Fig. 1: sequential cells coloured by netlist name
Scale bar: 50 um. Other sequential cells in the stronger grey, the rest of the logic in the fainter grey.
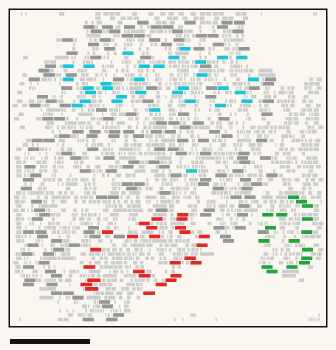
Fig. 2: routing congestion
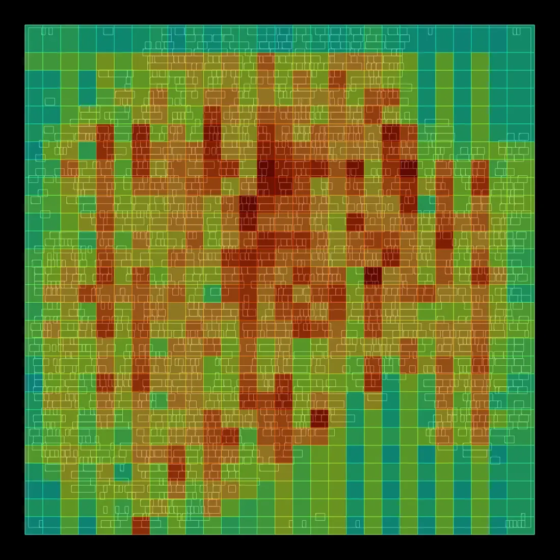
Fig. 3: cells by drive strength
Scale bar: 50 um.
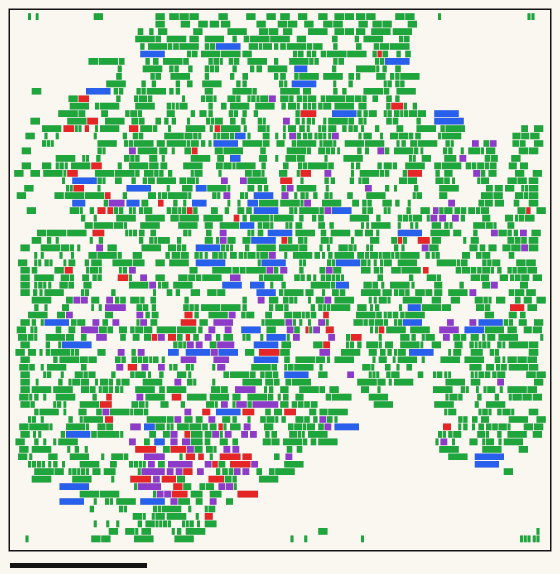
Fig. 4: placement by cell class
Scale bar: 50 um.
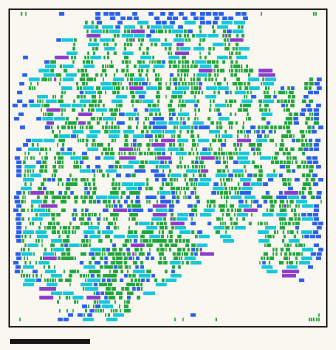
Fig. 5: gate families picked out
Scale bar: 50 um.
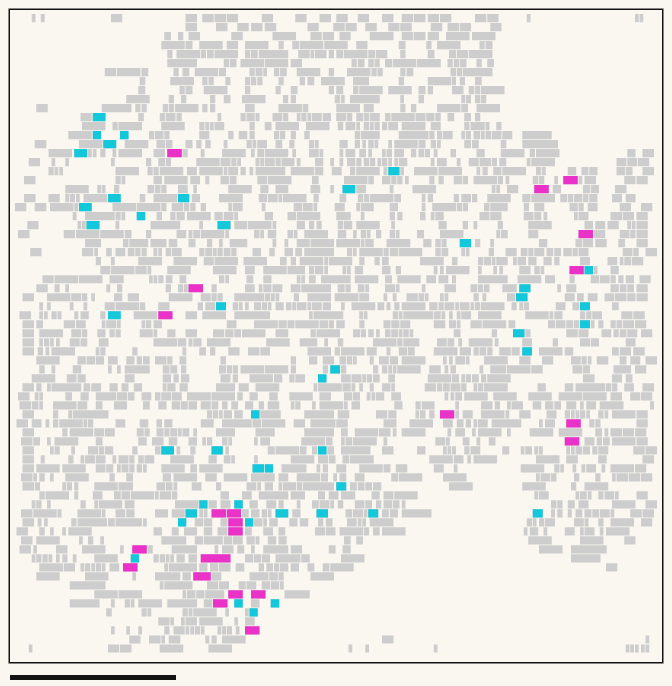
==> src/rtl/data_chk_axi_mm_burst.sv <==
// AXI4 read-burst checker: reads back a buffer written by the burst data generator
// and compares every beat against the incrementing byte pattern it produces.
`timescale 1ns/1ps
module data_chk_axi_mm_burst #(
   parameter int AXI_DATA_WIDTH = 32,
   parameter int AXI_ADDR_WIDTH = 32,
   parameter int MAX_BURST_LEN  = 16
) (
   input  logic                      ACLK,
   input  logic                      ARESETn,
   input  logic [AXI_ADDR_WIDTH-1:0] BASE_ADDR,
   input  logic [15:0]               BYTES,
   input  logic [15:0]               REPEAT,
   input  logic                      START,
   output logic                      BUSY,
   output logic                      DONE,
   output logic                      PASS,
   output logic [15:0]               ERR_COUNT,
   output logic [AXI_ADDR_WIDTH-1:0] FIRST_ERR_ADDR,
   output logic [AXI_ADDR_WIDTH-1:0] m_axi_araddr,
   output logic [2:0]                m_axi_arprot,
   output logic [7:0]                m_axi_arlen,
   output logic [2:0]                m_axi_arsize,
   output logic [1:0]                m_axi_arburst,
   output logic                      m_axi_arvalid,
   input  logic                      m_axi_arready,
   input  logic [AXI_DATA_WIDTH-1:0] m_axi_rdata,
   input  logic [1:0]                m_axi_rresp,
   input  logic                      m_axi_rlast,
   input  logic                      m_axi_rvalid,
   output logic                      m_axi_rready,
   output logic [1:0]                dbg_state_o
);

   localparam int BPB         = AXI_DATA_WIDTH / 8;
   localparam int BURST_BYTES = MAX_BURST_LEN * BPB;

   localparam logic [7:0]                LAST_BEAT     = 8'(MAX_BURST_LEN - 1);
   localparam logic [2:0]                ARSIZE        = 3'($clog2(BPB));
   localparam logic [AXI_ADDR_WIDTH-1:0] BEAT_STEP     = AXI_ADDR_WIDTH'(BPB);
   localparam logic [AXI_ADDR_WIDTH-1:0] BURST_STEP    = AXI_ADDR_WIDTH'(BURST_BYTES);
   localparam logic [31:0]               BURST_BYTES_W = 32'(BURST_BYTES);

   localparam logic [1:0] S_IDLE   = 2'd0;
   localparam logic [1:0] S_ADDR   = 2'd1;
   localparam logic [1:0] S_READ   = 2'd2;
   localparam logic [1:0] S_FINISH = 2'd3;

   logic [1:0]                state_q, state_d;
   logic [AXI_ADDR_WIDTH-1:0] base_q, base_d;
   logic [15:0]               bytes_q, bytes_d;
   logic [15:0]               repeat_q, repeat_d;
   logic [15:0]               pass_cnt_q, pass_cnt_d;
   logic [31:0]               bytes_read_q, bytes_read_d;
   logic [AXI_ADDR_WIDTH-1:0] addr_q, addr_d;
   logic [AXI_ADDR_WIDTH-1:0] beat_addr_q, beat_addr_d;
   logic [7:0]                beat_q, beat_d;
   logic [7:0]                k_q, k_d;
   logic [15:0]               err_q, err_d;
   logic [AXI_ADDR_WIDTH-1:0] first_q, first_d;
   logic                      pass_q, pass_d;

   logic [AXI_DATA_WIDTH-1:0] exp_data;
   logic [7:0]                seed;
   logic                      burst_end;
   logic                      beat_bad;
   logic [31:0]               bytes_read_sum;
   logic [15:0]               pass_sum;

   // Handshakes: a transfer occurs on a rising ACLK edge where valid and ready are
   // both high; arvalid and rready are decoded from state only, never from the partner.
   assign BUSY           = (state_q != S_IDLE);
   assign DONE           = (state_q == S_FINISH);
   assign PASS           = pass_q;
   assign ERR_COUNT      = err_q;
   assign FIRST_ERR_ADDR = first_q;
   assign m_axi_araddr   = addr_q;
   assign m_axi_arprot   = 3'b000;
   assign m_axi_arlen    = LAST_BEAT;
   assign m_axi_arsize   = ARSIZE;
   assign m_axi_arburst  = 2'b01;
   assign m_axi_arvalid  = (state_q == S_ADDR);
   assign m_axi_rready   = (state_q == S_READ);
   assign dbg_state_o    = state_q;

   assign seed = 8'h80 + k_q;

   always_comb begin
      exp_data = '0;
      for (int i = 0; i < BPB; i++) begin
         exp_data[8*i +: 8] = seed + 8'(i);
      end
   end

   assign burst_end      = (beat_q == LAST_BEAT);
   assign beat_bad       = (m_axi_rdata != exp_data) || (m_axi_rresp != 2'b00) ||
                           (m_axi_rlast != burst_end);
   assign bytes_read_sum = bytes_read_q + BURST_BYTES_W;
   assign pass_sum       = pass_cnt_q + 16'd1;

   always_comb begin
      state_d      = state_q;
      base_d       = base_q;
      bytes_d      = bytes_q;
      repeat_d     = repeat_q;
      pass_cnt_d   = pass_cnt_q;
      bytes_read_d = bytes_read_q;
      addr_d       = addr_q;
      beat_addr_d  = beat_addr_q;
      beat_d       = beat_q;
      k_d          = k_q;
      err_d        = err_q;
      first_d      = first_q;
      pass_d       = pass_q;
      case (state_q)
         S_IDLE: begin
            if (START) begin
               base_d       = BASE_ADDR;
               bytes_d      = BYTES;
               repeat_d     = (REPEAT == 16'd0) ? 16'd1 : REPEAT;
               pass_cnt_d   = '0;
               bytes_read_d = '0;
               addr_d       = BASE_ADDR;
               beat_addr_d  = BASE_ADDR;
               k_d          = '0;
               err_d        = '0;
               first_d      = '0;
               pass_d       = 1'b0;
               state_d      = S_ADDR;
            end
         end
         S_ADDR: begin
            if (m_axi_arready) begin
               beat_d  = '0;
               state_d = S_READ;
            end
         end
         S_READ: begin
            if (m_axi_rvalid) begin
               beat_d      = beat_q + 8'd1;
               k_d         = k_q + 8'd1;
               beat_addr_d = beat_addr_q + BEAT_STEP;
               if (beat_bad) begin
                  if (err_q != 16'hFFFF) err_d = err_q + 16'd1;
                  // err_q saturates instead of wrapping, so zero means no earlier failure
                  if (err_q == 16'd0) first_d = beat_addr_q;
               end
               // rlast is only checked; the beat counter alone closes the burst
               if (burst_end) begin
                  addr_d = addr_q + BURST_STEP;
                  if (bytes_read_sum >= {16'd0, bytes_q}) begin
                     bytes_read_d = '0;
                     pass_cnt_d   = pass_sum;
                     if (pass_sum == repeat_q) begin
                        state_d = S_FINISH;
                     end else begin
                        addr_d      = base_q;
                        beat_addr_d = base_q;
                        k_d         = '0;
                        state_d     = S_ADDR;
                     end
                  end else begin
                     bytes_read_d = bytes_read_sum;
                     state_d      = S_ADDR;
                  end
               end
            end
         end
         S_FINISH: begin
            pass_d  = (err_q == 16'd0);
            state_d = S_IDLE;
         end
         default: state_d = S_IDLE;
      endcase
   end

   always_ff @(posedge ACLK) begin
      if (!ARESETn) begin
         state_q      <= S_IDLE;
         base_q       <= '0;
         bytes_q      <= '0;
         repeat_q     <= '0;
         pass_cnt_q   <= '0;
         bytes_read_q <= '0;
         addr_q       <= '0;
         beat_addr_q  <= '0;
         beat_q       <= '0;
         k_q          <= '0;
         err_q        <= '0;
         first_q      <= '0;
         pass_q       <= 1'b0;
      end else begin
         state_q      <= state_d;
         base_q       <= base_d;
         bytes_q      <= bytes_d;
         repeat_q     <= repeat_d;
         pass_cnt_q   <= pass_cnt_d;
         bytes_read_q <= bytes_read_d;
         addr_q       <= addr_d;
         beat_addr_q  <= beat_addr_d;
         beat_q       <= beat_d;
         k_q          <= k_d;
         err_q        <= err_d;
         first_q      <= first_d;
         pass_q       <= pass_d;
      end
   end

endmodule

==> config.mk <==
export PLATFORM = sky130hd
export DESIGN_NAME = data_chk_axi_mm_burst
export DESIGN_NICKNAME = d
export VERILOG_FILES = /design/src/rtl/data_chk_axi_mm_burst.sv
export SDC_FILE = /design/constraint.sdc
export NUM_CORES = 1
export LEC_CHECK = 0
export ABC_CLOCK_PERIOD_IN_PS = 3150
export CAP_MARGIN = 0
export CORE_UTILIZATION = 35
export CTS_CLUSTER_SIZE = 16
export DETAILED_ROUTE_END_ITERATION = 7
export HOLD_SLACK_MARGIN = 0.12
export PLACE_DENSITY = 0.6
export SLEW_MARGIN = 20
export SYNTH_ARGS = -nofsm -noshare
export SYNTH_HDL_FRONTEND = slang
export SYNTH_SLANG_ARGS = --single-unit
export TNS_END_PERCENT = 5
==> constraint.sdc <==
create_clock -name ACLK -period 3.15 [get_ports ACLK]
set_input_delay 0.945 -clock ACLK [delete_from_list [all_inputs] [get_ports ACLK]]
set_output_delay 0.945 -clock ACLK [all_outputs]
set_load 0.005 [all_outputs]
==> flow_summary.toml <==
# flow metrics
[run_status]
outcome = "finished, final reports clean"

[final_layout]
drive_above_1_share_pct = 13.3
buffers_excl_clock = 320
final_cells = 2472
nClkBuffers = 40
logic_area_mm2 = 0.00811
design_area_mm2 = 0.0177
seq_share_pct = 26.9

[sta]
worst_slew_pin_slew_ps = 688
drv_slew = 0
min_period_ps = 3140
post-route-period-util_pct = 99.7
fin_worst_skew_ps = 12.0

[clock_network]
htree_levels = 1
post-cts-setup-buffers = 5
clkSinkCount = 237
cts_resized = 27
cts_tree = "done"

[setup_path]
required_ps = 3590
worst-path-buf-inv = 2
crit_path_cell_trace = "nand4_4 -> or2_4 -> xnor2_2 -> ha_1 -> a21o_1 -> a21o_1 -> a21oi_2 -> and3_4 -> o2111ai_4 -> o21ai_4 -> buf_12 -> buf_6 -> mux2i_1 -> o211ai_1 -> o211a_1"
endpoint_kind = "flip-flop"
worstSetupStartpoint = "bytes_read_q[7]$_SDFFE_PN0P_"
crit_type = "flip-flop to flip-flop"
crit_path_end = "beat_addr_q[4]$_SDFFE_PN0P_"
worstRegToRegCells = 15

[yosys]
ys_warn_count = 0
synthAoiAreaFrac_pct = 20.3
netlist_area_mm2 = 0.0133
synth_area_leader_cell = "dfxtp_1"
flop_cell = "dfxtp_1"
most_common_cell = "dfxtp_1"
ys_cells = 1710
xor_area_share_pct = 7.88
synthArstFlopShare_pct = 0

[power]
power_frac_clock_pct = 42.9
p_comb_mw = 1.35
p_switching_mw = 2.20
power.leakage_nw = 6.55
swShare_pct = 26.9
totalPowerFinal_mw = 8.15
seq_cell_power_mw = 3.30

[placement]
dp_hpwl_mm = 31.8
place.gp.congestion = 0.899

[floorplanning]
dieArea_mm2 = 0.0388
tap_cells = 511
die_x_um = 197
fp_util_pct = 35.5
die_h_um = 197

[min_path]
hold_path.class = "flip-flop to flip-flop"
min_to = "bytes_q[2]$_SDFFE_PN0P_"

[route]
drt_first_pass_iters = 5
vias = 13493
drtIter0Drc = 1103

[global_routing]
grt_pass1_vias = 12932
grt_max_degree = 89
antenna_found_initial = 2
grt_pass1_wl_mm = 69.5
grt-ovfl-total = 0

[run]
drv_cap = 0
-- Fig. 1 (at the start) --
cyan -> beat_addr_q  # flops 32
red -> bytes_read_q  # flops 26, where bottom middle
green -> ERR_COUNT  # flops 16, where bottom right
not coloured = 163

-- Fig. 2 (at the start) --
met3 Track Usage GR: 3.78%
busiest layer in global routing: met2
WL per Instance: 17.9 um
all-layer global routing usage: 22.3%

-- Fig. 3 (at the start) --
red -> drive 2  # cells 70
blue -> drive 6 and up  # cells 59
green -> drive 1 or less  # cells 1699
purple -> drive 3 to 4  # cells 132

-- Fig. 4 (at the start) --
blue -> other buffers and delay cells  # cells 320, share of their area 18%
green -> all other logic  # cells 1353, share of their area 48%
cyan -> flip-flops  # cells 237, share of their area 28%
purple -> clock drivers and dummy loads  # cells 50, share of their area 5.8%

-- Fig. 5 (at the start) --
magenta -> adder and majority cells  # cells 22, where spread over the die
cyan -> AND-OR and OR-AND gates  # cells 45
logic share of the area: 45.8%
most frequent logic cell in the layout: dfxtp_1

==> worst min-delay path, cell delays in order (launching register included) <==
cell     delay (ps)
dfxtp_1         300
nand2_1          50
a21oi_1          50
==> placed cells by master, fill, tap and decap left out, drive strengths merged, types with 11 or more instances in the layout <==
cell type	n
nor4	15
a21o	11
clkdlybuf4s50	189
nor2	139
nand4	29
nor3	42
clkbuf	41
a21oi	163
o211ai	16
inv	35
and3	39
buf	130
xor2	42
or3	19
nand2	215
conb	16
a21boi	13
o21ai	78
a31oi	16
dfxtp	237
and4	13
ha	22
o22ai	23
a41oi	12
nand3	120
xnor2	75
nand2b	34
==> routing by layer <==
layer	track usage, %	vias up	routed length [um]
met5	0	-	9
met4	8.50	2	1560
met3	3.78	86	2980
met2	37.0	410	20300
met1	28.8	6441	19500
li1	-	6554	-
